$ cat src/rtl/loom_clk_ctrl.sv
// Run/stop/step controller driving the clock-gate enable.
// ce_o is a flop output so the gate never sees a combinational glitch.
module loom_clk_ctrl #(
    parameter int CNT_W = 32
) (
    input  logic             clk_i,
    input  logic             rst_ni,
    input  logic             cmd_valid_i,
    output logic             cmd_ready_o,
    input  logic [1:0]       cmd_op_i,
    input  logic [CNT_W-1:0] cmd_count_i,
    input  logic             stop_req_i,
    output logic             ce_o,
    output logic             running_o,
    output logic             done_o,
    output logic [1:0]       stop_cause_o,
    output logic [63:0]      cycle_count_o
);
    localparam logic [1:0] OP_STOP = 2'd0, OP_RUN = 2'd1, OP_STEP = 2'd2, OP_CLR = 2'd3;
    localparam logic [1:0] C_HOST = 2'd1, C_STEP = 2'd2, C_BREAK = 2'd3;

    typedef enum logic [1:0] {S_IDLE, S_RUN, S_STEP} state_t;

    state_t             state, state_nxt;
    logic [CNT_W-1:0]   remaining, remaining_nxt;
    logic               stop_evt;
    logic [1:0]         cause_nxt;
    logic               ce_nxt;
    logic               clr;
    logic [63:0]        count_nxt;

    always_ff @(posedge clk_i or negedge rst_ni) begin
        if (!rst_ni) begin
            state         <= S_IDLE;
            remaining     <= '0;
            ce_o          <= 1'b0;
            done_o        <= 1'b0;
            stop_cause_o  <= 2'd0;
            cycle_count_o <= '0;
            cmd_ready_o   <= 1'b0;
        end else begin
            state         <= state_nxt;
            remaining     <= remaining_nxt;
            ce_o          <= ce_nxt;
            done_o        <= stop_evt;
            stop_cause_o  <= cause_nxt;
            cycle_count_o <= count_nxt;
            cmd_ready_o   <= 1'b1;
        end
    end

    always_comb begin
        state_nxt     = state;
        remaining_nxt = remaining;
        stop_evt      = 1'b0;
        cause_nxt     = stop_cause_o;
        case (state)
            S_IDLE: begin
                // STOP and breakpoints are meaningless while already stopped
                if (cmd_valid_i && cmd_op_i == OP_RUN) begin
                    state_nxt = S_RUN;
                end else if (cmd_valid_i && cmd_op_i == OP_STEP) begin
                    if (cmd_count_i != '0) begin
                        state_nxt     = S_STEP;
                        remaining_nxt = cmd_count_i;
                    end else begin
                        stop_evt  = 1'b1;
                        cause_nxt = C_STEP;
                    end
                end
            end
            S_RUN, S_STEP: begin
                // breakpoint beats host command, which beats step expiry
                if (stop_req_i) begin
                    state_nxt = S_IDLE;
                    stop_evt  = 1'b1;
                    cause_nxt = C_BREAK;
                end else if (cmd_valid_i && cmd_op_i != OP_CLR) begin
                    case (cmd_op_i)
                        OP_STOP: begin
                            state_nxt = S_IDLE;
                            stop_evt  = 1'b1;
                            cause_nxt = C_HOST;
                        end
                        OP_RUN: state_nxt = S_RUN;
                        default: begin
                            if (cmd_count_i != '0) begin
                                state_nxt     = S_STEP;
                                remaining_nxt = cmd_count_i;
                            end else begin
                                state_nxt = S_IDLE;
                                stop_evt  = 1'b1;
                                cause_nxt = C_STEP;
                            end
                        end
                    endcase
                end else if (state == S_STEP) begin
                    if (remaining == CNT_W'(1)) begin
                        state_nxt = S_IDLE;
                        stop_evt  = 1'b1;
                        cause_nxt = C_STEP;
                    end
                    remaining_nxt = remaining - CNT_W'(1);
                end
            end
            default: state_nxt = S_IDLE;
        endcase
    end

    always_comb begin
        ce_nxt    = (state_nxt != S_IDLE);
        clr       = cmd_valid_i && (cmd_op_i == OP_CLR);
        count_nxt = clr ? 64'd0 : cycle_count_o + {63'd0, ce_o};
    end

    assign running_o = ce_o;

endmodule

$ cat config.mk
export PLATFORM = sky130hd
export DESIGN_NAME = loom_clk_ctrl
export DESIGN_NICKNAME = d
export VERILOG_FILES = /design/src/rtl/loom_clk_ctrl.sv
export SDC_FILE = /design/constraint.sdc
export NUM_CORES = 1
export LEC_CHECK = 0
export ABC_AREA = 1
export CAP_MARGIN = 20
export CORE_MARGIN = 1.5
export CORE_UTILIZATION = 51
export CTS_BUF_LIST = sky130_fd_sc_hd__clkbuf_8
export DETAILED_ROUTE_END_ITERATION = 12
export PLACE_DENSITY_LB_ADDON = 0.3
export SLEW_MARGIN = 20
export SYNTH_ARGS = -nofsm -noshare
export SYNTH_HDL_FRONTEND = slang
export SYNTH_SLANG_ARGS = --single-unit
$ cat constraint.sdc
create_clock -name clk_i -period 2.15 [get_ports clk_i]
set_clock_uncertainty 0.15 [all_clocks]
set_input_delay 0.43 -clock clk_i [delete_from_list [all_inputs] [get_ports clk_i]]
set_output_delay 0.43 -clock clk_i [all_outputs]
set_load 0.01 [all_outputs]
### Supply network

Scale bar: 20 microns. Pins as bars on the die edge. Tap cells in gray.
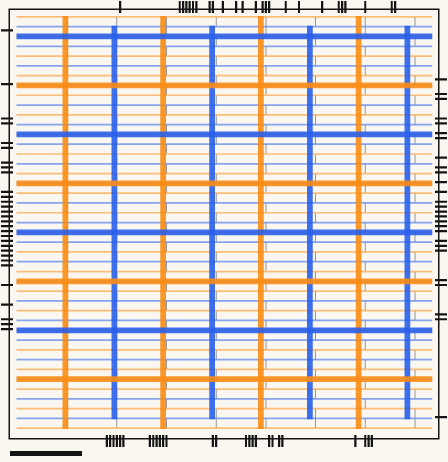
Key: VDD = blue; VSS = orange
8 straps on met5. The core has 42 rows. 176 tap cells.

### Signal wires on met4

Cells faint in the background.
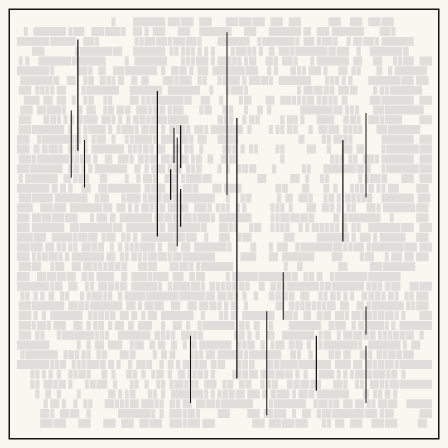
The wires run mostly vertical. The layer carries 437 microns of wire. The layer holds 1.8% of the routed length. The longest straight run is 72.1 microns.

==> CHANGELOG.md <==
### Metrics

- Filler cell count: 1084
- CP Capture Type: flip-flop
- Status: completed
- Synth Cell Area: 6850 sq um
- Xor/xnor share: 0.0524
- Worst path required time: 2.31 ns
- Hpwl dp: 18.5 mm
- Residual DRC count: 0
- Synth Instances: 1011
- Worst VDD drop: 0.00109 V
- Power density over the cells: 864 nW/um^2
- CTS Sinks: 103
- Largest logic family: simple AND/OR/NAND/NOR gates
- M1 WL: 10.8 mm
- Yosys stat chip area: 6850 sq um
- Worst R2R End: cycle_count_o[61]
- Metal2 WL: 10.1 mm
- Final setup fails: 0
- Max-cap viol count: 0
- Clock power frac: 0.159
- Crit share post-route: 0.986
- Worst setup margin: 0.0297 ns
- Mux cell area share after synthesis: 0
- WL/cell: 16.4 microns
- Dominant logic cell types in the final layout: nand2_1, nor2_1, buf_4
- # clk buffers: 9
- Combinational share of cell area: 0.407
- Synth area leaders: dfrtp_1, nand2_1, nor2_1, inv_1, nand3_1
- Reg with most FFs: cycle_count_o
- Max FFs per register: 64
- First-pass GRT wire length: 37.0 mm
- Synth Warn #: 0
- Post-route cell area: 9630 sq um
- Total wire length: 23.7 mm
- Delay-heaviest family, CP: simple AND/OR/NAND/NOR gates
- Most used cell, CP: nor3_4
- Hold_ws: 0.315 ns
- Total power: 0.00832 W
- GRT Residual Overflow: 0
- Mapped Nets: 1057
- Highest Signal Layer: met4
- Dpl cells: 1416
- Crit path buf inv count: 3
- Synth area leader: dfrtp_1
- Stage-log warning count: 31
- Multi-input gates: 784
- Maximum clock path buffer count: 2
- Part of the power in registers: 0.330
- AND/OR/NAND/NOR Cells, Area Fraction: 0.392
- Sw frac: 0.425
- Post-synth top area share: 0.376
- Worst reg2reg setup slack: 0.03 ns
- Largest net degree at the start of global routing: 34
- Worst r2r path cells: 10
- Vias per inst: 5.44
- DP Area: 9180 sq um
- Antenna Nets Post-Route: 0
- Clk cell area share: 0.0213
- Layout cells sized above 1: 0.182
- Row count: 42
- TritonCTS buffer count: 9
- Post-synthesis sequential area ratio: 0.376
- Hold crit path type: in -> async
- Biggest Area Class: combinational gates
- Seq area share: 0.268
- Final core utilization: 0.730
### Metal layers overlaid

Two of the layers only.
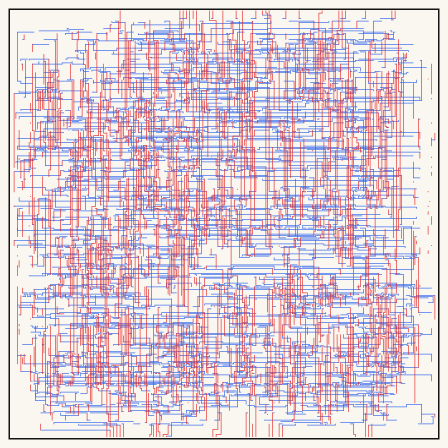
Key: M1 = blue [wire length 10800 microns]; M2 = red [wire length 10100 microns]

### Close-up of the layout

Window x 77 to 102, y 17 to 42 microns. Cells in gray, sequential cells in the stronger gray; small squares are vias.
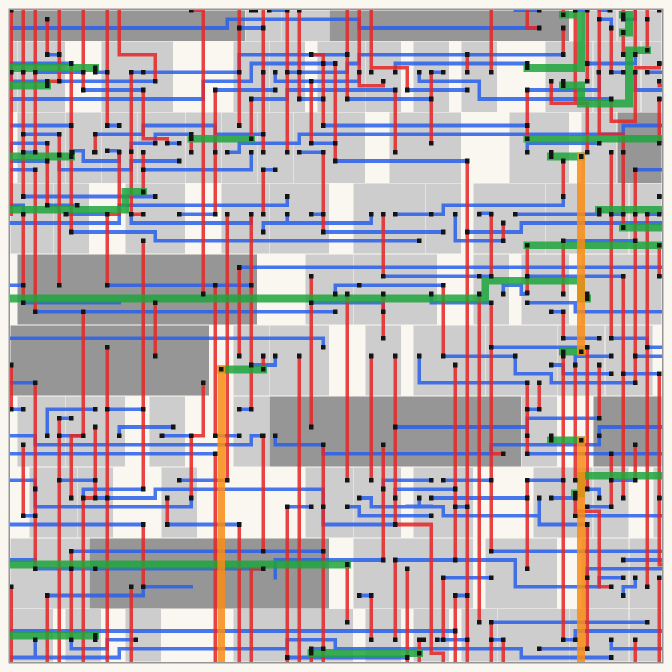
Key: M2 = red; M4 = orange; M1 = blue; M3 = green
Most frequent: nand2_1 (14), nor2_1 (11), buf_4 (7). 74 logic cells have their middle in the window. Sequential cells in the window: 4. Netlist names of flops here include `remaining` (4).

## routing by layer
| metal | vias to the layer above | GRT usage |
|---|---|---|
| li1 | 3760 | - |
| met1 | 3645 | 0.511 |
| met2 | 408 | 0.494 |
| met3 | 41 | 0.0843 |
| met4 | 0 | 0.0640 |
| met5 | - | 0 |
## cell usage after synthesis (all sizes together)
master	count
o22ai	2
and3	2
a31oi	4
nor3	34
nor2	223
nand3b	5
buf	15
a21oi	41
or2	4
o211ai	1
nor4	5
dfrtp	103
inv	102
a22oi	3
nand2	260
o21a	4
o31ai	2
xor2	32
xnor2	9
clkbuf	7
nand3	60
nand4	25
o21ai	50
nor3b	3
a22o	1
ha	8
conb	1
and2	3
o41ai	1
o2111ai	1
Power and IR drop assume default switching activity.
